==> src/rtl/dsp_seq_ctrl_pkg.sv <==
// Shared constants for the DSP48 sequencer: BRAM address width, DSP control
// word widths, operation codes, DSP mode constants and FSM state encodings.
package dsp_seq_ctrl_pkg;

  localparam int ADDR_WIDTH    = 5;
  localparam int ALUMODE_WIDTH = 4;
  localparam int OPMODE_WIDTH  = 7;
  localparam int INMODE_WIDTH  = 5;

  typedef enum logic [1:0] {
    OP_MUL = 2'b00,
    OP_ADD = 2'b01,
    OP_SUB = 2'b10,
    OP_MAC = 2'b11
  } op_e;

  // OPMODE: MUL = X/Y from multiplier, Z=0; ADDC = Z=C, X=A:B; MACC = Z=P plus multiplier
  localparam logic [OPMODE_WIDTH-1:0]  OPMODE_MUL  = 7'h05;
  localparam logic [OPMODE_WIDTH-1:0]  OPMODE_ADDC = 7'h33;
  localparam logic [OPMODE_WIDTH-1:0]  OPMODE_MACC = 7'h25;
  // ALUMODE: ADD = Z+X+Y; SUB = Z-(X+Y)
  localparam logic [ALUMODE_WIDTH-1:0] ALUMODE_ADD = 4'h0;
  localparam logic [ALUMODE_WIDTH-1:0] ALUMODE_SUB = 4'h3;
  localparam logic [INMODE_WIDTH-1:0]  INMODE_NONE = 5'h00;

  typedef enum logic [1:0] {
    ST_IDLE  = 2'b00,
    ST_RUN   = 2'b01,
    ST_DRAIN = 2'b10,
    ST_DONE  = 2'b11
  } state_e;

endpackage

==> src/rtl/dsp_seq_ctrl_if.sv <==
// Host/datapath-facing bundle of the DSP48 sequencer. The host side drives
// start/op/len; the sequencer (slave modport) drives BRAM and DSP controls.
interface dsp_seq_ctrl_if
  import dsp_seq_ctrl_pkg::*;
#(
  parameter int PERF_WIDTH = 16
);

  logic                     start_i;
  logic [1:0]               op_i;
  logic [ADDR_WIDTH-1:0]    len_i;
  logic                     bram0_en_o;
  logic [ADDR_WIDTH-1:0]    bram0_addr_o;
  logic                     bram1_web_o;
  logic [ADDR_WIDTH-1:0]    bram1_w_addr_o;
  logic [ALUMODE_WIDTH-1:0] alumode_o;
  logic [OPMODE_WIDTH-1:0]  opmode_o;
  logic [INMODE_WIDTH-1:0]  inmode_o;
  logic                     busy_o;
  logic                     done_o;
  logic [PERF_WIDTH-1:0]    cycle_cnt_o;

  modport master (
    output start_i, op_i, len_i,
    input  bram0_en_o, bram0_addr_o, bram1_web_o, bram1_w_addr_o,
    input  alumode_o, opmode_o, inmode_o, busy_o, done_o, cycle_cnt_o
  );

  modport slave (
    input  start_i, op_i, len_i,
    output bram0_en_o, bram0_addr_o, bram1_web_o, bram1_w_addr_o,
    output alumode_o, opmode_o, inmode_o, busy_o, done_o, cycle_cnt_o
  );

endinterface

==> src/rtl/dsp_seq_ctrl_mode_decode.sv <==
// Combinational per-element decode of DSP48 control words and the BRAM1
// write strobe/address from the captured operation and element index.
module dsp_mode_decode
  import dsp_seq_ctrl_pkg::*;
(
  input  op_e                      op_i,
  input  logic [ADDR_WIDTH-1:0]    idx_i,
  input  logic [ADDR_WIDTH-1:0]    len_i,
  output logic [ALUMODE_WIDTH-1:0] alumode_o,
  output logic [OPMODE_WIDTH-1:0]  opmode_o,
  output logic [INMODE_WIDTH-1:0]  inmode_o,
  output logic                     web_o,
  output logic [ADDR_WIDTH-1:0]    w_addr_o
);

  // Element-wise ops write every result in place; MAC accumulates in P and
  // writes only the final sum to address 0.
  always_comb begin
    alumode_o = ALUMODE_ADD;
    opmode_o  = OPMODE_MUL;
    inmode_o  = INMODE_NONE;
    web_o     = 1'b1;
    w_addr_o  = idx_i;
    case (op_i)
      OP_MUL: ;
      OP_ADD: opmode_o = OPMODE_ADDC;
      OP_SUB: begin
        opmode_o  = OPMODE_ADDC;
        alumode_o = ALUMODE_SUB;
      end
      OP_MAC: begin
        opmode_o = (idx_i == '0) ? OPMODE_MUL : OPMODE_MACC;
        web_o    = (idx_i == len_i);
        w_addr_o = '0;
      end
      default: ;
    endcase
  end

endmodule

==> src/rtl/dsp_seq_ctrl.sv <==
// DSP48 vector-operation sequencer: one start walks BRAM0 addresses 0..len,
// issues per-element DSP control words and BRAM1 write strobes, drains the
// DSP pipeline, then pulses done. All outputs are registered.
// Optional feature macro: DSP_SEQ_PERF_EN builds a saturating busy-cycle
// counter on cycle_cnt_o; without it the port reads 0.
module dsp_seq_ctrl
  import dsp_seq_ctrl_pkg::*;
#(
  parameter int DRAIN_CYCLES = 4,
  parameter int PERF_WIDTH   = 16
) (
  input  logic           clk_i,
  input  logic           rst_ni,
  dsp_seq_ctrl_if.slave  bus
);

  localparam int CNT_W = (DRAIN_CYCLES > 1) ? $clog2(DRAIN_CYCLES) : 1;
  localparam logic [CNT_W-1:0] CNT_LAST = CNT_W'(DRAIN_CYCLES - 1);

  state_e                   state_q, state_d;
  op_e                      op_q, op_d;
  logic [ADDR_WIDTH-1:0]    idx_q, idx_d;
  logic [ADDR_WIDTH-1:0]    len_q, len_d;
  logic [CNT_W-1:0]         cnt_q, cnt_d;

  logic                     en_q, en_d;
  logic [ADDR_WIDTH-1:0]    addr_q, addr_d;
  logic                     web_q, web_d;
  logic [ADDR_WIDTH-1:0]    waddr_q, waddr_d;
  logic [ALUMODE_WIDTH-1:0] alumode_q, alumode_d;
  logic [OPMODE_WIDTH-1:0]  opmode_q, opmode_d;
  logic [INMODE_WIDTH-1:0]  inmode_q, inmode_d;
  logic                     busy_q, busy_d;
  logic                     done_q, done_d;

  logic [ALUMODE_WIDTH-1:0] dec_alumode;
  logic [OPMODE_WIDTH-1:0]  dec_opmode;
  logic [INMODE_WIDTH-1:0]  dec_inmode;
  logic                     dec_web;
  logic [ADDR_WIDTH-1:0]    dec_waddr;

  // Decode is fed the next-cycle op/index so its result lands in the output
  // registers together with the matching BRAM0 address.
  dsp_mode_decode u_decode (
    .op_i      (op_d),
    .idx_i     (idx_d),
    .len_i     (len_d),
    .alumode_o (dec_alumode),
    .opmode_o  (dec_opmode),
    .inmode_o  (dec_inmode),
    .web_o     (dec_web),
    .w_addr_o  (dec_waddr)
  );

  // Next-state logic: capture on start, walk idx to len, count drain cycles.
  always_comb begin
    state_d = state_q;
    op_d    = op_q;
    idx_d   = idx_q;
    len_d   = len_q;
    cnt_d   = cnt_q;
    case (state_q)
      ST_IDLE: begin
        if (bus.start_i) begin
          op_d    = op_e'(bus.op_i);
          len_d   = bus.len_i;
          idx_d   = '0;
          state_d = ST_RUN;
        end
      end
      ST_RUN: begin
        if (idx_q == len_q) begin
          cnt_d   = '0;
          state_d = ST_DRAIN;
        end else begin
          idx_d = idx_q + ADDR_WIDTH'(1);
        end
      end
      ST_DRAIN: begin
        if (cnt_q == CNT_LAST) begin
          state_d = ST_DONE;
        end else begin
          cnt_d = cnt_q + CNT_W'(1);
        end
      end
      ST_DONE: state_d = ST_IDLE;
      default: state_d = ST_IDLE;
    endcase
  end

  // Output values for the coming cycle; DRAIN holds the last control words
  // so DSP stages still in flight see stable modes.
  always_comb begin
    en_d      = 1'b0;
    addr_d    = '0;
    web_d     = 1'b0;
    waddr_d   = '0;
    alumode_d = '0;
    opmode_d  = '0;
    inmode_d  = '0;
    busy_d    = 1'b0;
    done_d    = 1'b0;
    case (state_d)
      ST_RUN: begin
        en_d      = 1'b1;
        addr_d    = idx_d;
        web_d     = dec_web;
        waddr_d   = dec_waddr;
        alumode_d = dec_alumode;
        opmode_d  = dec_opmode;
        inmode_d  = dec_inmode;
        busy_d    = 1'b1;
      end
      ST_DRAIN: begin
        addr_d    = addr_q;
        waddr_d   = waddr_q;
        alumode_d = alumode_q;
        opmode_d  = opmode_q;
        inmode_d  = inmode_q;
        busy_d    = 1'b1;
      end
      ST_DONE: done_d = 1'b1;
      default: ;
    endcase
  end

  // State, captured operands and registered outputs; reset aborts at once.
  always_ff @(posedge clk_i or negedge rst_ni) begin
    if (!rst_ni) begin
      state_q   <= ST_IDLE;
      op_q      <= OP_MUL;
      idx_q     <= '0;
      len_q     <= '0;
      cnt_q     <= '0;
      en_q      <= 1'b0;
      addr_q    <= '0;
      web_q     <= 1'b0;
      waddr_q   <= '0;
      alumode_q <= '0;
      opmode_q  <= '0;
      inmode_q  <= '0;
      busy_q    <= 1'b0;
      done_q    <= 1'b0;
    end else begin
      state_q   <= state_d;
      op_q      <= op_d;
      idx_q     <= idx_d;
      len_q     <= len_d;
      cnt_q     <= cnt_d;
      en_q      <= en_d;
      addr_q    <= addr_d;
      web_q     <= web_d;
      waddr_q   <= waddr_d;
      alumode_q <= alumode_d;
      opmode_q  <= opmode_d;
      inmode_q  <= inmode_d;
      busy_q    <= busy_d;
      done_q    <= done_d;
    end
  end

  assign bus.bram0_en_o     = en_q;
  assign bus.bram0_addr_o   = addr_q;
  assign bus.bram1_web_o    = web_q;
  assign bus.bram1_w_addr_o = waddr_q;
  assign bus.alumode_o      = alumode_q;
  assign bus.opmode_o       = opmode_q;
  assign bus.inmode_o       = inmode_q;
  assign bus.busy_o         = busy_q;
  assign bus.done_o         = done_q;

`ifdef DSP_SEQ_PERF_EN
  logic                  start_acc;
  logic [PERF_WIDTH-1:0] perf_q, perf_d;

  assign start_acc = (state_q == ST_IDLE) && bus.start_i;

  // Busy-cycle counter: cleared by an accepted start, saturates at all-ones.
  always_comb begin
    perf_d = perf_q;
    if (start_acc) begin
      perf_d = '0;
    end else if (busy_q && (perf_q != '1)) begin
      perf_d = perf_q + PERF_WIDTH'(1);
    end
  end

  // Counter register.
  always_ff @(posedge clk_i or negedge rst_ni) begin
    if (!rst_ni) begin
      perf_q <= '0;
    end else begin
      perf_q <= perf_d;
    end
  end

  assign bus.cycle_cnt_o = perf_q;
`else
  assign bus.cycle_cnt_o = '0;
`endif

endmodule

==> src/flat_wrapper.sv <==
// flat-port wrapper written by rule: the top's interface ports become plain ports
module dsp_seq_ctrl_flat import dsp_seq_ctrl_pkg::*;
#(
  parameter int DRAIN_CYCLES = 4,
  parameter int PERF_WIDTH   = 16
)
  (clk_i, rst_ni, bus_start_i, bus_op_i, bus_len_i, bus_bram0_en_o, bus_bram0_addr_o, bus_bram1_web_o, bus_bram1_w_addr_o, bus_alumode_o, bus_opmode_o, bus_inmode_o, bus_busy_o, bus_done_o, bus_cycle_cnt_o);
  dsp_seq_ctrl_if #(.PERF_WIDTH(PERF_WIDTH)) bus_i ();
  input  logic clk_i;
  input  logic rst_ni;
  input wire logic [$bits(bus_i.start_i)-1:0] bus_start_i;
  input wire logic [$bits(bus_i.op_i)-1:0] bus_op_i;
  input wire logic [$bits(bus_i.len_i)-1:0] bus_len_i;
  output wire logic [$bits(bus_i.bram0_en_o)-1:0] bus_bram0_en_o;
  output wire logic [$bits(bus_i.bram0_addr_o)-1:0] bus_bram0_addr_o;
  output wire logic [$bits(bus_i.bram1_web_o)-1:0] bus_bram1_web_o;
  output wire logic [$bits(bus_i.bram1_w_addr_o)-1:0] bus_bram1_w_addr_o;
  output wire logic [$bits(bus_i.alumode_o)-1:0] bus_alumode_o;
  output wire logic [$bits(bus_i.opmode_o)-1:0] bus_opmode_o;
  output wire logic [$bits(bus_i.inmode_o)-1:0] bus_inmode_o;
  output wire logic [$bits(bus_i.busy_o)-1:0] bus_busy_o;
  output wire logic [$bits(bus_i.done_o)-1:0] bus_done_o;
  output wire logic [$bits(bus_i.cycle_cnt_o)-1:0] bus_cycle_cnt_o;
  assign bus_i.start_i = bus_start_i;
  assign bus_i.op_i = bus_op_i;
  assign bus_i.len_i = bus_len_i;
  assign bus_bram0_en_o = bus_i.bram0_en_o;
  assign bus_bram0_addr_o = bus_i.bram0_addr_o;
  assign bus_bram1_web_o = bus_i.bram1_web_o;
  assign bus_bram1_w_addr_o = bus_i.bram1_w_addr_o;
  assign bus_alumode_o = bus_i.alumode_o;
  assign bus_opmode_o = bus_i.opmode_o;
  assign bus_inmode_o = bus_i.inmode_o;
  assign bus_busy_o = bus_i.busy_o;
  assign bus_done_o = bus_i.done_o;
  assign bus_cycle_cnt_o = bus_i.cycle_cnt_o;
  dsp_seq_ctrl #(.DRAIN_CYCLES(DRAIN_CYCLES), .PERF_WIDTH(PERF_WIDTH)) u_core (.clk_i(clk_i), .rst_ni(rst_ni), .bus(bus_i));
endmodule
==> config.mk <==
export PLATFORM = sky130hd
export DESIGN_NAME = dsp_seq_ctrl_flat
export DESIGN_NICKNAME = d
export VERILOG_FILES = /design/src/rtl/dsp_seq_ctrl_pkg.sv /design/src/rtl/dsp_seq_ctrl_if.sv /design/src/rtl/dsp_seq_ctrl_mode_decode.sv /design/src/rtl/dsp_seq_ctrl.sv /design/src/flat_wrapper.sv
export SDC_FILE = /design/constraint.sdc
export NUM_CORES = 1
export LEC_CHECK = 0
export CAP_MARGIN = 20
export CORE_MARGIN = 2
export CORE_UTILIZATION = 30
export CTS_BUF_LIST = sky130_fd_sc_hd__clkbuf_2
export DETAILED_ROUTE_END_ITERATION = 8
export MAX_ROUTING_LAYER = met4
export SYNTH_ARGS = -nofsm -noshare
export SYNTH_HDL_FRONTEND = slang
export SYNTH_SLANG_ARGS = --single-unit
==> constraint.sdc <==
create_clock -name clk_i -period 2.8 [get_ports clk_i]
set_input_delay 0.28 -clock clk_i [delete_from_list [all_inputs] [get_ports clk_i]]
set_output_delay 0.28 -clock clk_i [all_outputs]
set_load 0.005 [all_outputs]
**Gate families picked out**

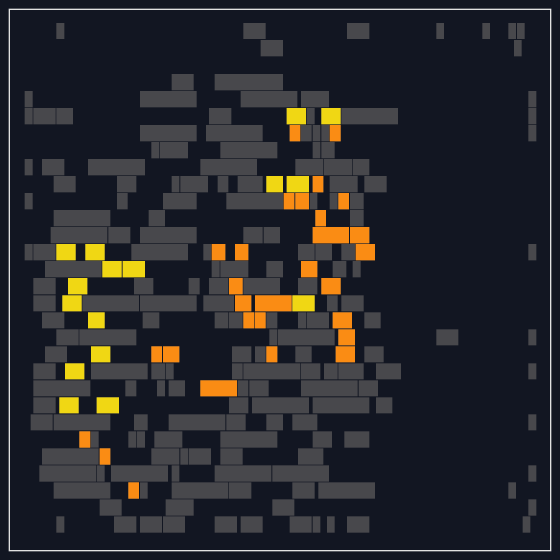
colour	family	cells	most used	where
orange	inverting AOI/OAI gates	29	o21ai_0	middle
yellow	AND-OR and OR-AND gates	16	a22o_1	left middle

**Routed clock nets over the placement**

Scale bar: 20 µm.
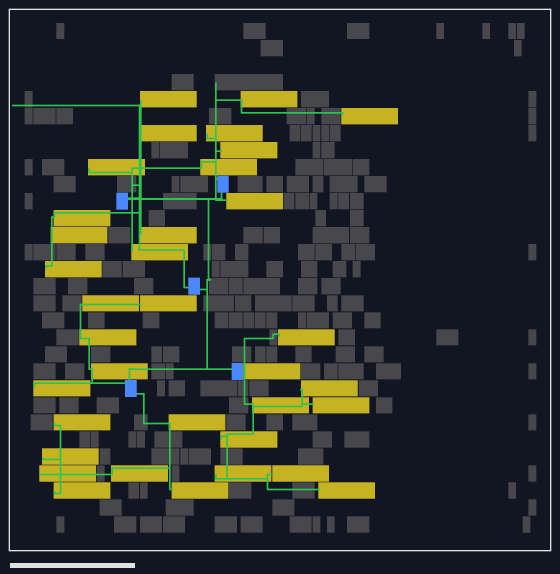
[green] clock wires | length: 427 µm
[yellow] flip-flops | count: 35
[blue] clock drivers | count: 5
routed clock nets	6

**I/O nets highlighted**

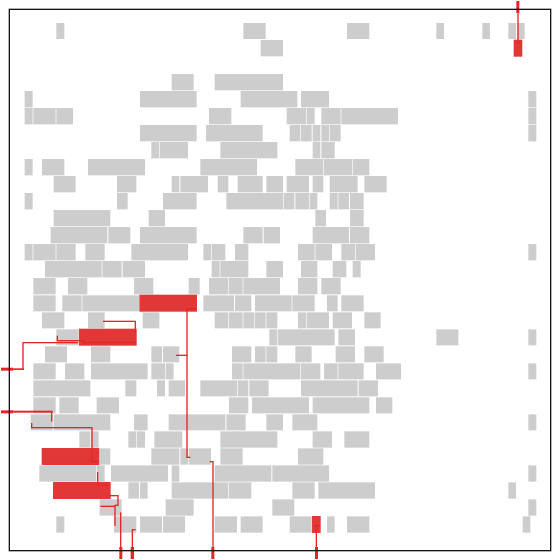
colour	port	bits	direction	end cells	wire
red	bus_opmode_o	7	output	6	132 µm

==> flow_summary.toml <==
# yosys + openroad results
[power]
internal_power_mw = 1.59
switching_power_of_the_nets_mw = 1.13
power_frac_comb_pct = 57.9
powerDensity_nw_per_um2 = 1110
final_power_mw = 2.72
p_clk_share_pct = 12.1

[finish]
ff_latch_area_um2 = 876
layout.filler_cells = 667
logic_area_um2 = 992
bufAreaShareNonClock_pct = 15.6
flop-count = 35
clkCellAreaFrac_pct = 2.81
antennaDiodeCount = 0
final.signal_buffer_count = 41
non_clock_inverter_count = 8
final_layout_top_logic_cell = "dfrtp_1"
syn2layout_area_growth_pct = 20.5
comb_cells = 136
sh_seq_area_pct = 35.8
largestClassByArea = "multi-input combinational cells"

[route]
drtAntennaViolNets = 0
detailroute.wirelength.met2_um = 2030
firstDrtPassIters = 4
detail_route.wl_per_cell_um = 13.5
vias = 1449
via_per_inst = 4.70
drt-met1-wl_um = 1920
detailedRoute.firstIterationViolations = 71

[global_route]
gr-usage-met1_pct = 15.1
groute.layer.met3.usage_pct = 2.57
overall_routing_resource_usage_pct = 12.0
grt_antenna_before_repair = 0
met2_usage_pct = 19.4
globalRouteOverflowTotal = 0
grt_pass1_vias = 1387
gr-max-usage-layer = "met2"

[final_timing]
fin_setup_tns_ns = 0
timing_worst_slew_pin_value_ns = 0.557
timing.final.hold_violations = 0
fin_worst_skew_ns = 0.0346
max-slew-margin-rel_pct = 61.8
grt_setup_unrepaired = "no"
post-route-period-util_pct = 93.6
time_the_worst_path_needs_with_i_o_delays_and_setup_ns = 2.62

[critical_path]
critical_path_cell_count = 11
cp-end-kind = "register"
path_cells = "xor2_1 > or4_4 > o21ai_4 > nor2_1 > o22ai_1 > o21ai_1 > ha_2 > nor2b_2 > nor2b_1 > a22oi_1 > o21ai_0"
kind_of_start_point_of_the_critical_path = "register"
cp_slowest_cell = "or4_4"
worstReg2RegEnd = "u_core.bus.opmode_o[5]$_DFFE_PN0P_"
r2r_slack_ns = 0.18
crit_path_max_incr_delay_ns = 0.59
critical_path.max_fanout = 7
rr_worst_depth = 11

[clocking]
cts.path.max_buffers = 2
cts_buffers = 5
clock_tree_from_tritoncts = "yes"
post_cts_repair_timing_setup_buffer_count = 0
clock-root-buffer = "clkbuf_2"

[synth]
yosysCellCount = 188
synthesis.area_um2 = 2030
chip_area_line_of_the_yosys_report_um2 = 2030
synthDominantAreaCellType = "dfrtp_1"
ys_sh_aoi_pct = 17.5
synth-edff-count = 0
synthAdderAreaFrac_pct = 6.77
synth.area.top_cells = "dfrtp_1 43%, buf_4 10%, ha_1 6.8%, a22o_1 4.3%, xor2_1 3.9%"
ys_types = 49
synth.avg_cell_area_um2 = 10.8
area_share_of_and_or_nand_nor_cells_after_synthesis_pct = 9.66

[place]
globalplace.congestion = 0.838
dp_cells = 300
port_buffers = 30
dpl.hpwl_um = 3090

[flow_run]
drv_cap = 0

[outcome]
status = "finished clean"

[min_path]
worstHoldPathType = "input pin to asynchronous set/reset pin"

[die]
initial_core_util_pct = 30.4
boundaryPins = 56
taps = 80
**Signal wires by layer**

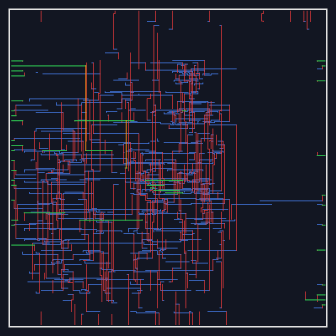
colour	layer	wire length
blue	metal 1	1920 µm
orange	metal 4	36.0 µm
red	metal 2	2030 µm
green	metal 3	161 µm

**The clock network**

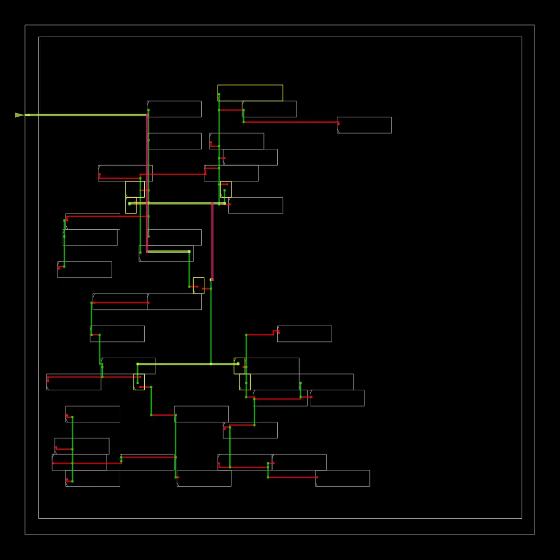
TritonCTS Sinks: 35
Clock buffer cells: 5

power groups by stage:
stage	sequential [mW]	clock [mW]	combinational (mW)
floorplan	0.817	0	1.03
global placement	0.821	0	1.56
detailed placement	0.823	0	1.57
CTS	0.814	0.343	1.59
global route	0.842	0.367	1.74
finish	0.816	0.328	1.57
metrics by stage:
step	hold slack, ns	area (µm²)	utilization (%)	worst slack, ns
after floorplan	-0.0156	2120	-	0.0972
final	0.270	2450	36.7	0.180
after CTS	0.256	2440	36.5	0.0487
after global routing	0.285	2450	36.7	0.00321
after detailed placement	0.475	2370	35.4	0.00907
after global placement	0.484	2370	35.4	0.0739
Power and IR drop assume default switching activity.
